===== src/rtl/instr_fetch_unit.sv =====
// instr_fetch_unit: PC/IR owner running the imem request/valid handshake.
// Applies at most one Jump/Branch redirect per fetched instruction while holding the IR.
module instr_fetch_unit #(
    parameter logic [31:0] RESET_PC = 32'h0000_0000,
    parameter int unsigned MAX_WAIT = 15
) (
    input  logic        clk,
    input  logic        rst,
    input  logic        fetch_en,
    input  logic        Branch,
    input  logic        Jump,
    input  logic        Zero,
    input  logic [31:0] imem_rdata,
    input  logic        imem_valid,
    output logic        imem_req,
    output logic [31:0] imem_addr,
    output logic [31:0] instr,
    output logic        instr_valid,
    output logic [31:0] pc,
    output logic [31:0] pc_plus4,
    output logic        fetch_err
);
    typedef enum logic [1:0] {IDLE, REQ, HOLD} state_t;
    localparam logic [7:0] MAX_W = MAX_WAIT[7:0];

    state_t      state_q, state_d;
    logic [31:0] pc_q, pc_d, ir_q, ir_d, pc4_q, pc4_d;
    logic        vld_q, vld_d, err_q, err_d, rdone_q, rdone_d;
    logic [7:0]  wait_q, wait_d;
    logic        fetched, timeout, redirect;
    logic [31:0] jump_tgt, br_tgt;

    always_ff @(posedge clk or negedge rst) begin
        if (!rst) begin
            state_q <= IDLE;
            pc_q    <= RESET_PC;
            ir_q    <= '0;
            pc4_q   <= '0;
            vld_q   <= 1'b0;
            err_q   <= 1'b0;
            rdone_q <= 1'b0;
            wait_q  <= '0;
        end else begin
            state_q <= state_d;
            pc_q    <= pc_d;
            ir_q    <= ir_d;
            pc4_q   <= pc4_d;
            vld_q   <= vld_d;
            err_q   <= err_d;
            rdone_q <= rdone_d;
            wait_q  <= wait_d;
        end
    end

    always_comb begin
        state_d = state_q;
        case (state_q)
            IDLE:    state_d = fetch_en ? REQ : IDLE;
            REQ:     state_d = imem_valid ? HOLD : timeout ? IDLE : REQ;
            HOLD:    state_d = fetch_en ? REQ : HOLD;
            default: state_d = IDLE;
        endcase
    end

    // Redirect targets are formed from the held IR and the address following it.
    always_comb begin
        fetched  = (state_q == REQ) && imem_valid;
        timeout  = !imem_valid && (wait_q + 8'd1 == MAX_W);
        redirect = (state_q == HOLD) && !rdone_q && (Jump || (Branch && Zero));
        jump_tgt = {pc4_q[31:28], ir_q[25:0], 2'b00};
        br_tgt   = pc4_q + {{14{ir_q[15]}}, ir_q[15:0], 2'b00};
        pc_d     = fetched ? pc_q + 32'd4 : redirect ? (Jump ? jump_tgt : br_tgt) : pc_q;
        pc4_d    = fetched ? pc_q + 32'd4 : pc4_q;
        ir_d     = fetched ? imem_rdata : ir_q;
        vld_d    = fetched || (vld_q && !((state_q == HOLD) && fetch_en));
        rdone_d  = fetched ? 1'b0 : (rdone_q || redirect);
        err_d    = err_q || ((state_q == REQ) && timeout);
        wait_d   = (state_q == REQ) ? wait_q + 8'd1 : 8'd0;
    end

    always_comb begin
        imem_req    = (state_q == REQ);
        imem_addr   = pc_q;
        instr       = ir_q;
        instr_valid = vld_q;
        pc          = pc_q;
        pc_plus4    = pc4_q;
        fetch_err   = err_q;
    end
endmodule


===== config.mk =====
export PLATFORM = sky130hd
export DESIGN_NAME = instr_fetch_unit
export DESIGN_NICKNAME = d
export VERILOG_FILES = /design/src/rtl/instr_fetch_unit.sv
export SDC_FILE = /design/constraint.sdc
export NUM_CORES = 1
export LEC_CHECK = 0
export ABC_AREA = 1
export CAP_MARGIN = 20
export CORE_UTILIZATION = 40
export DETAILED_ROUTE_END_ITERATION = 8
export GPL_ROUTABILITY_DRIVEN = 0
export MAX_ROUTING_LAYER = met4
export PLACE_DENSITY = 0.68
export SLEW_MARGIN = 15
export SYNTH_ARGS = -nofsm -noshare
export SYNTH_HDL_FRONTEND = slang
export SYNTH_SLANG_ARGS = --single-unit
export TNS_END_PERCENT = 50

===== constraint.sdc =====
create_clock -name clk -period 3.79 [get_ports clk]
set_input_delay 0.9475 -clock clk [delete_from_list [all_inputs] [get_ports clk]]
set_output_delay 0.9475 -clock clk [all_outputs]
set_load 0.02 [all_outputs]

==> results.txt <==
fresh numbers from the pnr run: Core Density at Floorplan 41.0%, Worst Tran Pin Value 0.715 ns, Post-CTS Setup Inserts 0, Leak 4.81 nW, Inserted Diodes 0, clock transition at the registers of the reported paths 0.08 ns, clk_skew 0.00791 ns, Post-synth seq share 35.4%, count leader, synth nand2_1, Initial DRT Pass Iterations 7, Inserted Clock Buffers 9, number of enable flip-flop cells 0, IO Port Bufs 169, drc violations 0, area share, top type 35.4%, final antenna-violating net count 0, Cells after Synth 1121, clk ins delay skew pair 0.36 ns, yosys cell count 1121, required time worst endpoint 2.84 ns, pre-CTS setup slack 0.600 ns, Cell Area, Synth 7700 um^2, Clock Tree Buf Depth 2, core footprint 18800 um^2, Max Cap Viol 0, tool warnings 27, max-slew violations 0, Via-to-Cell Ratio 5.10, Yosys top cell by area dfrtp_1, relative max-transition margin 52.3%, PwrDens 977 nW/um^2, min Tclk post-route 2.85 ns, largest net degree at the start of global routing 62, crit path cell chain clkdlybuf4s50_1, Congestion Overflow GR 0, crit path capture type output pin, CTS Hold Bufs 0, worst setup margin 0.941 ns, Cell area leaders dfrtp_1 (35%), nand2_1 (20%), inv_1 (5.5%), Flops after synth 109, CTS tree yes, setup_tns 0 ns, status finished clean, CP endpoint instr[15], first-pass GRT wire length 38200 um, post-CTS resize count 0, stages on the worst setup path 1, Setup CP Type register to output pin, Max Fclk 351 MHz, post-synthesis net count 1193, CP peak stage delay 0.81 ns, R2R Setup Slk 1.24 ns, top cell family by delay on the critical path flip-flops, R2R depth 9, vias in the first global route 7264, hold path startpoint fetch_err, Startpoint Class register, CTS Root Cell clkbuf_16, WP buf/inv 1, Critical Path Start instr[15], final net count 1321, crit share post-route 75.2%, YS warnings 0, final hold violations 0, Main synth FF type dfrtp_1, IO Count 170, Crit-path slowest cell dfrtp_1, initial antenna violation count 0, RSZ-0062 raised after global routing no, worst IR drop on VDD 0.463 mV, std cell rows 50, Finish-stage setup viols 0, layout cells sized above 1 5.02%, die area 19800 um^2, Detail Placement HPWL 18700 um, crit-path max FO 17, top cells by count, synth nand2_1 (402), inv_1 (112), dfrtp_1 (109), synthesized area per cell 6.87 um^2, crit path DAT 1.90 ns, H-tree lvl count 3, 1st-iter DRT viols 431, reg-to-reg critical path endpoint imem_addr[24], Syn-to-layout area delta 25.8%, Unique cell types 41, clock sinks 109, reg2reg start instr[15], synthesized chip area reported by yosys 7700 um^2, Hold Crit Class register to register, Async SR Flop Fraction 100%
## where the power goes
group / internal, mW / leakage (nW) / switching (mW)
sequential: 1.66 / 1.32 / 0.718
combinational: 2.46 / 3.34 / 3.65
clock: 0.499 / 0.151 / 0.473
total: 4.61 / 4.81 / 4.85
## stage by stage
step	cell area, um^2	utilization [%]	hold slack (ns)	power [mW]	instances
after floorplan	7700	-	0.454	6.19	1121
after global placement	9390	50.0	0.464	8.39	1472
after detailed placement	9390	50.0	0.461	8.45	1472
after CTS	9690	51.6	0.485	9.46	1488
after global routing	9690	51.6	0.505	10.2	1488
final	9690	51.6	0.483	9.46	1488
## worst register-to-register path: cells and delay by family, from the launching register on
family,cells,cell delay [ns]
simple gates,4,0.48
flops,1,0.81
compound gates,4,0.75
fa+ha+maj,1,0.40
## registers in the layout (all words and copies together) (netlist names)
signal / flops
fetch_err: 1
instr_valid: 1
pc_plus4: 32
instr: 32
imem_addr: 32
rdone_q: 1
wait_q: 8
state_q: 2
## cells by family (layout without fill, tap and decap cells)
| logic type | Yosys count | in the layout | synth area share (%) |
|---|---|---|---|
| fa+ha+maj | 33 | 33 | 5.46 |
| simple gates | 606 | 606 | 32.9 |
| buf+inv | 186 | 319 | 11.1 |
| flops | 109 | 109 | 35.4 |
| xor+xnor | 36 | 36 | 4.19 |
| mux | 2 | 2 | 0.293 |
| compound gates | 149 | 149 | 10.6 |
## worst min-delay path by stage
| stage | end | slack [ns] | cells after the start |
|---|---|---|---|
| 5_1_grt | instr[26] | 0.51 | 2 |
| 3_3_place_gp | instr[27] | 0.46 | 2 |
| 6_report | fetch_err | 0.48 | 1 |
| 2_1_floorplan | wait_q[0] | 0.45 | 1 |
| 4_1_cts | instr[28] | 0.49 | 2 |
| 3_5_place_dp | fetch_err | 0.46 | 1 |
## placed cells by master, fill, tap and decap left out, types with 2 or more instances in the layout
master,n
a21o_1,3
a21oi_1,74
a31oi_1,10
buf_12,2
buf_4,8
clkbuf_16,9
clkbuf_8,2
clkdlybuf4s50_1,168
dfrtp_1,109
ha_1,32
inv_1,112
inv_2,13
inv_6,3
inv_8,2
mux2_1,2
nand2_1,402
nand2_2,3
nand3_1,51
nand3b_1,4
nand4_1,10
nor2_1,104
nor2_2,4
nor2_4,4
nor3_1,9
nor3_2,9
o211ai_1,7
o21ai_0,36
o21ai_1,7
o21bai_1,7
o22ai_1,2
xnor2_1,16
xor2_1,19
## cell type report
type	count	area, um^2
fill	1904	9080
multi-input combinational	826	4110
sequential	109	2730
timing repair buffer	178	1780
inverter	125	469
tap	234	293
clock buffer	11	253
clock inverter	5	48.8
## layer usage
metal	up-vias	routed length [um]	GRT usage [%]
met4	0	1040	12.5
li1	3790	-	-
met3	57	1390	4.38
met5	-	0	-
met1	3490	10500	32.4
met2	254	10800	40.0
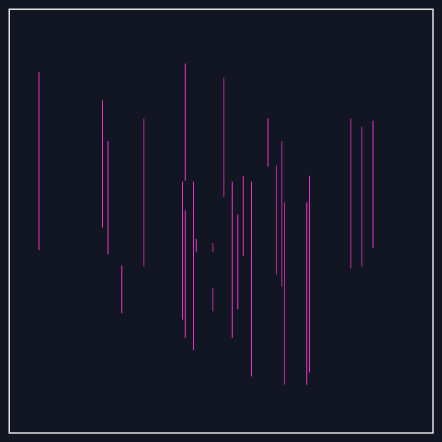
(signal wires on met4)
Drawn at 3 px/um.
wire length on this layer: 1040 um
longest straight run: 65.3 um
main direction: vertical
Vias: 7591
DRT Wirelength: 23800 um

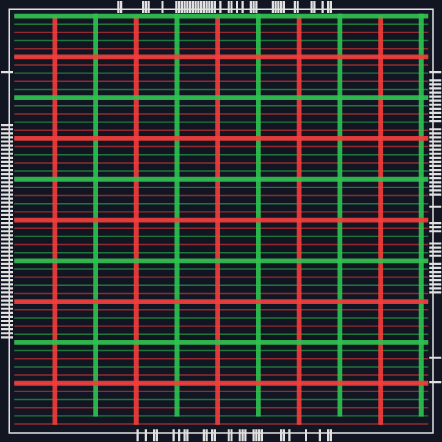
(floorplan with the power grid)
Drawn at 3 px/um. Pins as bars on the die edge.
| net | colour |
|---|---|
| VSS | red |
| VDD | green |
met1 rails: 51
signal pins: 170
rows: 50
met4 straps: 10
Die Width: 141 um
die height: 141 um

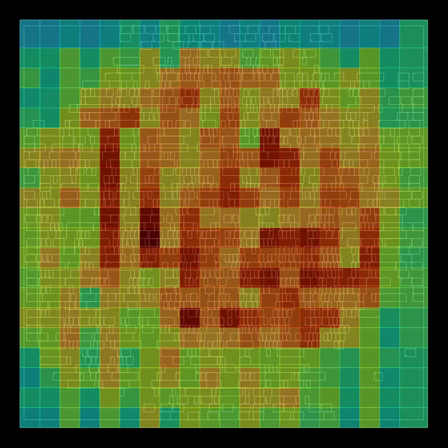
(routing congestion)
Final Util: 51.6%
met1 usage: 32.4%
wire per inst: 16.0 um
met2 Use GR: 40.0%
Total Routing Usage GR: 25.7%

No activity file was given, so power comes from the tool's default toggle rates.
